==> src/rtl/mem_ctrl_if.sv <==
// mem_ctrl_if: CPU-side strobes/data and bus-side request/response signals
// of the memory controller, bundled as one interface.
// master: the controller itself. slave: the CPU/bus environment around it.
interface mem_ctrl_if;
    logic        ram_read;
    logic        ram_write;
    logic [15:0] addr;
    logic [15:0] wdata;
    logic [15:0] rdata;
    logic        mem_busy;
    logic        mem_ready;
    logic        bus_req;
    logic        bus_we;
    logic [15:0] bus_addr;
    logic [15:0] bus_wdata;
    logic [15:0] bus_rdata;
    logic        bus_ack;
    logic        bus_err;

    modport master (
        input  ram_read, ram_write, addr, wdata, bus_rdata, bus_ack,
        output rdata, mem_busy, mem_ready, bus_req, bus_we, bus_addr, bus_wdata, bus_err
    );

    modport slave (
        output ram_read, ram_write, addr, wdata, bus_rdata, bus_ack,
        input  rdata, mem_busy, mem_ready, bus_req, bus_we, bus_addr, bus_wdata, bus_err
    );
endinterface

==> src/rtl/mem_ctrl.sv <==
// mem_ctrl: single-outstanding CPU-to-bus memory controller.
// Reads wait for bus_ack and return data with a one-cycle mem_ready pulse;
// writes are posted and complete silently on bus_ack.
// Optional feature macro: MEM_CTRL_TIMEOUT_EN adds a bus-ack timeout of
// TIMEOUT_CYC cycles with a sticky bus_err flag. Without it the controller
// waits forever and bus_err is tied low.
module mem_ctrl #(
    parameter int unsigned TIMEOUT_CYC = 255
) (
    input  logic       clk,
    input  logic       rst_n,
    mem_ctrl_if.master bus
);

    typedef enum logic [1:0] {
        IDLE    = 2'd0,
        RD_WAIT = 2'd1,
        WR_WAIT = 2'd2,
        READY   = 2'd3
    } state_t;

    // The timeout limit must fit the 8-bit counter and be nonzero.
    if (TIMEOUT_CYC == 0 || TIMEOUT_CYC > 255) begin : g_bad_timeout
        $error("mem_ctrl: TIMEOUT_CYC must be in 1..255");
    end

    state_t      state_q, state_d;
    logic [15:0] addr_q, addr_d;
    logic [15:0] wdata_q, wdata_d;
    logic [15:0] rdata_q, rdata_d;

`ifdef MEM_CTRL_TIMEOUT_EN
    localparam logic [7:0] TO_LIM = 8'(TIMEOUT_CYC);

    logic [7:0] cnt_q, cnt_d;
    logic       err_q, err_d;
    logic [7:0] cnt_inc;
    logic       timeout;

    // Timeout fires on the wait cycle where the count would reach the limit.
    always_comb begin
        cnt_inc = cnt_q + 8'd1;
        timeout = (cnt_inc == TO_LIM);
    end
`endif

    // Next-state logic: accept one strobe in IDLE, then wait for ack (or timeout).
    always_comb begin
        state_d = state_q;
        addr_d  = addr_q;
        wdata_d = wdata_q;
        rdata_d = rdata_q;
`ifdef MEM_CTRL_TIMEOUT_EN
        cnt_d   = cnt_q;
        err_d   = err_q;
`endif
        case (state_q)
            IDLE: begin
                // Write has priority when both strobes arrive together.
                if (bus.ram_write) begin
                    addr_d  = bus.addr;
                    wdata_d = bus.wdata;
                    state_d = WR_WAIT;
`ifdef MEM_CTRL_TIMEOUT_EN
                    cnt_d   = 8'd0;
                    err_d   = 1'b0;
`endif
                end else if (bus.ram_read) begin
                    addr_d  = bus.addr;
                    state_d = RD_WAIT;
`ifdef MEM_CTRL_TIMEOUT_EN
                    cnt_d   = 8'd0;
                    err_d   = 1'b0;
`endif
                end
            end
            RD_WAIT: begin
                if (bus.bus_ack) begin
                    rdata_d = bus.bus_rdata;
                    state_d = READY;
`ifdef MEM_CTRL_TIMEOUT_EN
                end else if (timeout) begin
                    rdata_d = 16'hFFFF;
                    err_d   = 1'b1;
                    state_d = READY;
                end else begin
                    cnt_d   = cnt_inc;
`endif
                end
            end
            WR_WAIT: begin
                if (bus.bus_ack) begin
                    state_d = IDLE;
`ifdef MEM_CTRL_TIMEOUT_EN
                end else if (timeout) begin
                    err_d   = 1'b1;
                    state_d = IDLE;
                end else begin
                    cnt_d   = cnt_inc;
`endif
                end
            end
            READY: begin
                state_d = IDLE;
            end
            default: begin
                state_d = IDLE;
            end
        endcase
    end

    // State and latched transfer registers; reset aborts any transfer at once.
    always_ff @(posedge clk or negedge rst_n) begin
        if (!rst_n) begin
            state_q <= IDLE;
            addr_q  <= 16'h0000;
            wdata_q <= 16'h0000;
            rdata_q <= 16'h0000;
        end else begin
            state_q <= state_d;
            addr_q  <= addr_d;
            wdata_q <= wdata_d;
            rdata_q <= rdata_d;
        end
    end

`ifdef MEM_CTRL_TIMEOUT_EN
    // Timeout counter and sticky error flag.
    always_ff @(posedge clk or negedge rst_n) begin
        if (!rst_n) begin
            cnt_q <= 8'd0;
            err_q <= 1'b0;
        end else begin
            cnt_q <= cnt_d;
            err_q <= err_d;
        end
    end

    assign bus.bus_err = err_q;
`else
    assign bus.bus_err = 1'b0;
`endif

    // All handshake outputs decode from registers only.
    assign bus.mem_busy  = (state_q == RD_WAIT) || (state_q == WR_WAIT);
    assign bus.bus_req   = (state_q == RD_WAIT) || (state_q == WR_WAIT);
    assign bus.bus_we    = (state_q == WR_WAIT);
    assign bus.mem_ready = (state_q == READY);
    assign bus.bus_addr  = addr_q;
    assign bus.bus_wdata = wdata_q;
    assign bus.rdata     = rdata_q;

endmodule

==> src/flat_wrapper.sv <==
// flat-port wrapper written by rule: the top's interface ports become plain ports
module mem_ctrl_flat 
#(
    parameter int unsigned TIMEOUT_CYC = 255
)
  (clk, rst_n, bus_ram_read, bus_ram_write, bus_addr, bus_wdata, bus_bus_rdata, bus_bus_ack, bus_rdata, bus_mem_busy, bus_mem_ready, bus_bus_req, bus_bus_we, bus_bus_addr, bus_bus_wdata, bus_bus_err);
  mem_ctrl_if bus_i ();
  input  logic clk;
  input  logic rst_n;
  input wire logic [$bits(bus_i.ram_read)-1:0] bus_ram_read;
  input wire logic [$bits(bus_i.ram_write)-1:0] bus_ram_write;
  input wire logic [$bits(bus_i.addr)-1:0] bus_addr;
  input wire logic [$bits(bus_i.wdata)-1:0] bus_wdata;
  input wire logic [$bits(bus_i.bus_rdata)-1:0] bus_bus_rdata;
  input wire logic [$bits(bus_i.bus_ack)-1:0] bus_bus_ack;
  output wire logic [$bits(bus_i.rdata)-1:0] bus_rdata;
  output wire logic [$bits(bus_i.mem_busy)-1:0] bus_mem_busy;
  output wire logic [$bits(bus_i.mem_ready)-1:0] bus_mem_ready;
  output wire logic [$bits(bus_i.bus_req)-1:0] bus_bus_req;
  output wire logic [$bits(bus_i.bus_we)-1:0] bus_bus_we;
  output wire logic [$bits(bus_i.bus_addr)-1:0] bus_bus_addr;
  output wire logic [$bits(bus_i.bus_wdata)-1:0] bus_bus_wdata;
  output wire logic [$bits(bus_i.bus_err)-1:0] bus_bus_err;
  assign bus_i.ram_read = bus_ram_read;
  assign bus_i.ram_write = bus_ram_write;
  assign bus_i.addr = bus_addr;
  assign bus_i.wdata = bus_wdata;
  assign bus_i.bus_rdata = bus_bus_rdata;
  assign bus_i.bus_ack = bus_bus_ack;
  assign bus_rdata = bus_i.rdata;
  assign bus_mem_busy = bus_i.mem_busy;
  assign bus_mem_ready = bus_i.mem_ready;
  assign bus_bus_req = bus_i.bus_req;
  assign bus_bus_we = bus_i.bus_we;
  assign bus_bus_addr = bus_i.bus_addr;
  assign bus_bus_wdata = bus_i.bus_wdata;
  assign bus_bus_err = bus_i.bus_err;
  mem_ctrl #(.TIMEOUT_CYC(TIMEOUT_CYC)) u_core (.clk(clk), .rst_n(rst_n), .bus(bus_i));
endmodule
==> config.mk <==
export PLATFORM = sky130hd
export DESIGN_NAME = mem_ctrl_flat
export DESIGN_NICKNAME = d
export VERILOG_FILES = /design/src/rtl/mem_ctrl_if.sv /design/src/rtl/mem_ctrl.sv /design/src/flat_wrapper.sv
export SDC_FILE = /design/constraint.sdc
export NUM_CORES = 1
export LEC_CHECK = 0
export ABC_AREA = 1
export CAP_MARGIN = 20
export CORE_ASPECT_RATIO = 0.8
export CORE_UTILIZATION = 43
export CTS_CLUSTER_SIZE = 12
export DETAILED_ROUTE_END_ITERATION = 10
export MAX_ROUTING_LAYER = met4
export PLACE_DENSITY = 0.9
export SLEW_MARGIN = 40
export SYNTH_ARGS = -nofsm -noshare
export SYNTH_HDL_FRONTEND = slang
export SYNTH_SLANG_ARGS = --single-unit
==> constraint.sdc <==
create_clock -name clk -period 4.02 [get_ports clk]
set_input_delay 0.804 -clock clk [delete_from_list [all_inputs] [get_ports clk]]
set_output_delay 0.804 -clock clk [all_outputs]
set_load 0.005 [all_outputs]
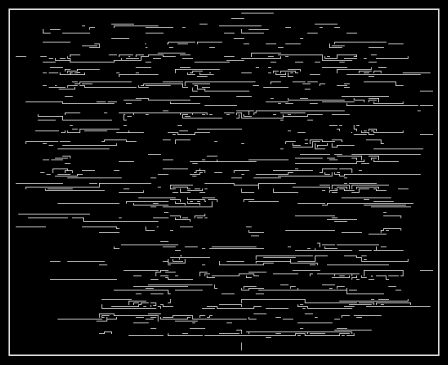
*Metal 1, run 1*
main direction: horizontal
longest straight run: 19.8 µm
wire length on this layer: 2140 µm

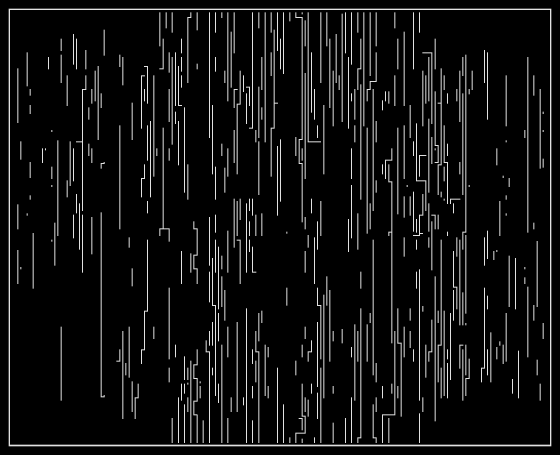
*The metal 2 layer, run 1*
share of all routed wire: 48%
main direction: vertical
nets with wire on the layer: 297
wire length on this layer: 2360 µm
longest straight run: 27.4 µm

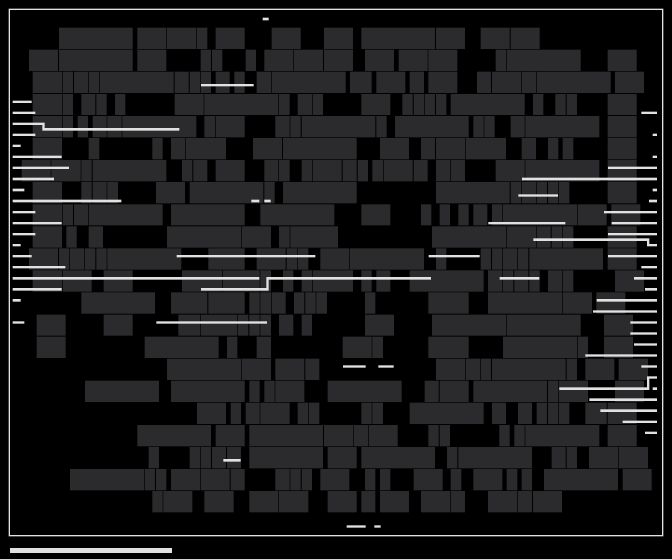
*M3 wires, run 1*
Scale bar: 20 µm.
nets with wire on the layer: 57
main direction: horizontal

==> summary.txt, run 1 <==
fresh numbers from the pnr run: Post-Synthesis Cells 238, Worst setup EP type output port, Top cell excl fill/tap clkdlybuf4s50_1, chip width 80.4 µm, slowest stage cell, crit path clkdlybuf4s50_1, via count roughly 1800, Final Hold Viols 0, minimum clock period 2.41 ns, CP max stage delay between 0.5 and 0.6 ns, synthesized cell area ~2100 µm², largest net degree at the start of global routing around 51, Max-area cell share 0.592, Via density around 4.7, max-slew violations 0, DRC 0, Largest cells by area dfrtp_1 59%, nand2_1 17%, nand3_1 8.1%, o21ai_0 3.8%, inv_1 3.7%, Die ar. 5200 µm², Synth cell types 13, outcome finished clean, dominant cell type by area after synthesis dfrtp_1, Root Buffer clkbuf_8, share of cells above drive strength 1 0.0327, kind of critical path register to output port, Num Clock Sinks approximately 50, leak pwr ~1.6 nW, IO Port Bufs around 100, wl on met1 roughly 2.1 mm, 1st-iter DRT viols approximately 97, final setup margin ~1.6 ns, Clock Latency Late Sink approximately 0.29 ns, Worst-path clk slew 0.08 ns, number of diodes 0, yosys stat area ~2100 µm², Pwr Density ~700 nW/µm², first-pass GRT wire length approximately 8.2 mm, crit-path max FO 4, clock skew approximately 0.0052 ns, 1st-pass router iterations 4, final wirelength about 5 mm, DR WL met3 ~350 µm, Num CTS Buffers 5, commonest cells after routing, fill and taps aside 103 x clkdlybuf4s50_1, 93 x nand2_1, 50 x dfrtp_1, Post-Synthesis Net Count between 200 and 300, postcts setup bufs 0, GRT overflow 0, period utilisation layout 0.600, placed wire-length estimate ~3.6 mm, met2 usage 0.329, Fmax 414 MHz, actual slew at the worst max-slew pin 0.707 ns, top-level I/O count around 110, met2 WL approximately 2.4 mm, flip-flops with a built-in enable 0, Hold Worst Slack ~0.47 ns, antenna-violating nets left 0, count of final setup violators 0, Total GRT Usage 0.213, die height around 65 µm, Post-synth regs roughly 50, final core occ 0.696, Fin Setup TNS 0 ns, grt met3 use 0.0620, RSZ-0062 raised after global routing no, Resized Gates After CTS 0, max_cap viols 0, max_slew headroom 0.529, syn avg cell area approximately 8.9 µm², sequential area share after synthesis 0.592, Data arrival, critical path roughly 1.6 ns, most frequent cells after synthesis 93 x nand2_1, 50 x dfrtp_1, 34 x nand3_1, count leader, synth nand2_1, Tool Warnings 30, ys flop type dfrtp_1, type of the worst min-delay path register to register, R2R Setup Slk roughly 2.0 ns
[run 1: area by class of cell]
type	count	area, µm²
flip-flops and latches	50	1250
clock inverters	2	12.5
repair buffers	105	1050
well taps	60	75.1
fillers	368	1420
clock buffers	6	82.6
multi-input cells	152	691
inverters	21	78.8
[run 1: cell families (layout without fill, tap and decap cells)]
logic type	after synthesis	count (layout)	synth area share
AND/OR/NAND/NOR	128	128	0.248
flip-flops	50	50	0.592
buffers and inverters	36	134	0.0841
AND-OR/OR-AND	18	18	0.0444
adder cells (fa/ha/maj)	5	5	0.0296
other	1	1	0.00178
[run 1: metrics by stage]
stage          total power, mW  cell area (µm²)  instances
6_report                  2.20             3240        396
3_5_place_dp              1.93             3140        388
3_3_place_gp              1.88             3130        388
4_1_cts                   2.23             3240        396
2_1_floorplan             1.31             2110        238
5_1_grt                   2.38             3240        396
[run 1: power by group]
group / switching, mW / internal [mW]
combinational: 0.434 / 0.600
sequential: 0.133 / 0.740
clock: 0.158 / 0.138
[run 1: path summary, 6_finish.rpt]
check,startpoint,end,depth (start not counted)
setup / recovery,u_core.state_q[0],bus_bus_req,3
hold reg to reg,u_core.bus.rdata[2],u_core.bus.rdata[2],2
min in group asynchronous,rst_n,u_core.bus.rdata[14],1
max in group asynchronous,rst_n,u_core.bus.bus_addr[5],1
hold / removal,u_core.bus.rdata[2],u_core.bus.rdata[2],2
setup reg to reg,u_core.state_q[0],u_core.bus.bus_wdata[13],5
[run 1: registers in the layout, indices dropped and copies added, names as in the netlist]
signal and cells:
u_core.bus.bus_wdata 16, u_core.bus.rdata 16, u_core.bus.bus_addr 16, u_core.state_q 2
[run 1: critical path: cells and delay by family, from the launching register on]
kind / cells / cell delay, ns
adders and majority gates: 1 / 0.32
buffers and inverters: 2 / 0.60
DFF: 1 / 0.39
## Run 2: what changed since run 1
--- a/config.mk
+++ b/config.mk
@@ -8,11 +8,11 @@
 export ABC_AREA = 1
 export CAP_MARGIN = 20
 export CORE_ASPECT_RATIO = 0.8
-export CORE_UTILIZATION = 43
+export CORE_UTILIZATION = 40
 export CTS_CLUSTER_SIZE = 12
 export DETAILED_ROUTE_END_ITERATION = 10
 export MAX_ROUTING_LAYER = met4
-export PLACE_DENSITY = 0.9
+export PLACE_DENSITY = 0.85
 export SLEW_MARGIN = 40
 export SYNTH_ARGS = -nofsm -noshare
 export SYNTH_HDL_FRONTEND = slang
==> constraint.sdc (replaced) <==
create_clock -name clk -period 2.3 [get_ports clk]
set_input_delay 0.46 -clock clk [delete_from_list [all_inputs] [get_ports clk]]
set_output_delay 0.46 -clock clk [all_outputs]
set_load 0.005 [all_outputs]
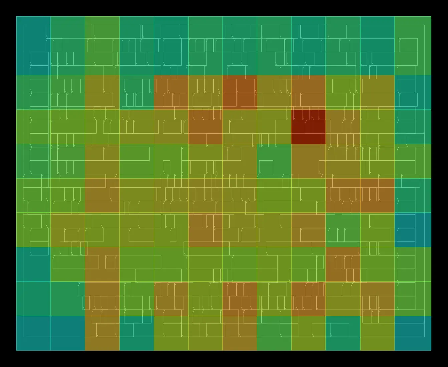
*Routing congestion map, run 2*
final core occ: 0.650
GRT met1 Usage: 0.226
busiest layer in global routing: met2
Total GRT Usage: 0.184

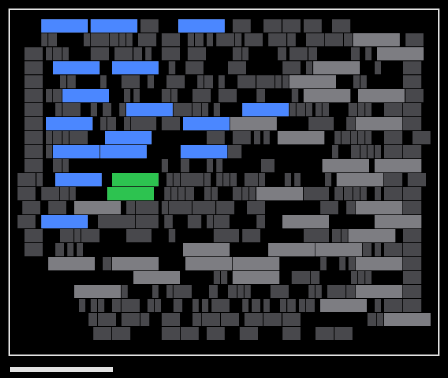
*Register map, names as in the netlist, run 2*
Scale bar: 20 µm. Other sequential cells in the stronger grey, the rest of the logic in the fainter grey.
| colour | name in the netlist | flops |
|---|---|---|
| blue | `u_core.bus.bus_addr` | 16 |
| green | `u_core.state_q` | 2 |
not coloured: 32

==> summary.txt, run 2 <==
fresh numbers from the pnr run: outcome finished clean, count leader, synth nand2_1, Root Buffer clkbuf_8, actual slew at the worst max-slew pin around 0.51 ns, Worst setup SP type register, max_cap viols 0, Die ar. 5580 µm², 1st-pass router iterations 4, crit-path max FO 4, share of cells above drive strength 1 0.0440, Worst setup EP type output port, top-level I/O count 106, total chip power between 3 and 4 mW, 1st-iter DRT viols approximately 91, leak pwr between 1.5 and 2 nW, clock skew roughly 0.0038 ns, Clock Latency Late Sink approximately 0.29 ns, via count 1859, most frequent cells after synthesis 93 x nand2_1, 50 x dfrtp_1, 34 x nand3_1, Post-Synthesis Net Count approximately 300, DRC 0, Tool Warnings 30, max_slew headroom 0.656, Worst path top cell family by delay buffers and inverters, Fmax about 480 MHz, slowest stage cell, crit path clkdlybuf4s50_1, Worst-path clk slew around 0.080 ns, Data arrival, critical path roughly 1.6 ns, number of diodes 0, count of final setup violators 0, Bufs and invs on worst path 2, Top cell excl fill/tap clkdlybuf4s50_1, Combinational Area between 600 and 700 µm², kind of critical path register to output port, instance count on the critical path 3, Max-area cell share 0.592, flip-flops with a built-in enable 0, IO Port Bufs 104, final wirelength ~4.9 mm, max-slew violations 0, commonest cells after routing, fill and taps aside 103 x clkdlybuf4s50_1, 93 x nand2_1, 50 x dfrtp_1, Post-synth regs 50, chip width between 80 and 90 µm, Flop area between 1000 and 1500 µm², placed wire-length estimate roughly 3.7 mm, dominant cell type by area after synthesis dfrtp_1, Fillers roughly 420, Synth cell types 13, Post-Synthesis Cells 238, vias in the first global route approximately 1700, yosys stat area 2110 µm², grt met3 use 0.0322, sequential area share after synthesis 0.592, fp util 0.419, syn avg cell area between 8 and 9 µm², die height approximately 67 µm, Largest cells by area dfrtp_1 59%, nand2_1 17%, nand3_1 8.1%, o21ai_0 3.8%, inv_1 3.7%, Fin Setup TNS 0 ns, R2R depth 6, postcts setup bufs 0, CP max stage delay about 0.5 ns, pre-CTS setup slack ~0.45 ns, # Cells Yosys 238, ys flop type dfrtp_1, Pwr Density around 1200 nW/µm², Num Clock Sinks approximately 50, Via density roughly 4.6, synthesized cell area 2110 µm², Final Hold Viols 0, Num CTS Buffers 5, first-pass GRT wire length 7.76 mm, type of the worst min-delay path input pin to async pin, Max clock buf depth 2, met2 usage 0.306, minimum clock period between 2 and 2.5 ns, RSZ-0062 raised after global routing no
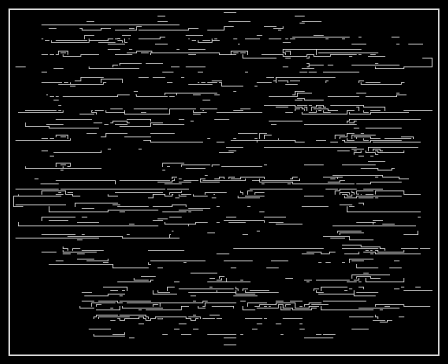
*Metal 1, run 2*
longest straight run: 27.1 µm
nets with wire on the layer: 338

-- run 2: through the flow --
| step | instance area [µm²] | util | instances | hold WS, ns |
|---|---|---|---|---|
| floorplan | 2110 | - | 238 | 0.164 |
| global placement | 3180 | 0.632 | 395 | 0.437 |
| detailed placement | 3180 | 0.632 | 395 | 0.444 |
| CTS | 3280 | 0.650 | 403 | 0.110 |
| global route | 3280 | 0.650 | 403 | 0.130 |
| finish | 3280 | 0.650 | 403 | 0.109 |
-- run 2: layout make-up --
cell class,count,share of cell area
repair buffers,110,0.334
clock buffers,7,0.0264
clock inverters,1,0.00153
multi-input cells,152,0.209
well taps,62,0.0237
inverters,21,0.0241
flip-flops and latches,50,0.382
-- run 2: kinds of logic after synthesis --
group / synth area share
and+or+nand+nor: 0.248
DFF: 0.592
buffers and inverters: 0.0841
AOI/OAI and AO/OA: 0.0444
adders and majority gates: 0.0296
other: 0.00178
-- run 2: metal layers --
metal	vias up	wire length, µm
met5	-	0
met1	854	2240
met2	62	2380
li1	937	-
met4	0	75
met3	6	254
-- run 2: path summary, 6_finish.rpt --
path,from,slack [ns],end
worst max-delay path,u_core.state_q[0],0.21,bus_bus_req
worst min-delay path,rst_n,0.11,u_core.bus.bus_addr[3]
worst max register to register,u_core.state_q[0],0.62,u_core.bus.bus_wdata[15]
worst min register to register,u_core.bus.rdata[2],0.47,u_core.bus.rdata[2]
max in group asynchronous,rst_n,1.68,u_core.bus.rdata[13]
min in group clk,u_core.bus.rdata[2],0.47,u_core.bus.rdata[2]
-- run 2: where the power goes --
part | internal (mW) | total, mW | switching [mW]
registers | 1.29 | 1.53 | 0.232
logic | 1.07 | 1.83 | 0.755
clock network | 0.243 | 0.512 | 0.269
Power figures rest on the tool's default switching activity, not on a simulated workload.
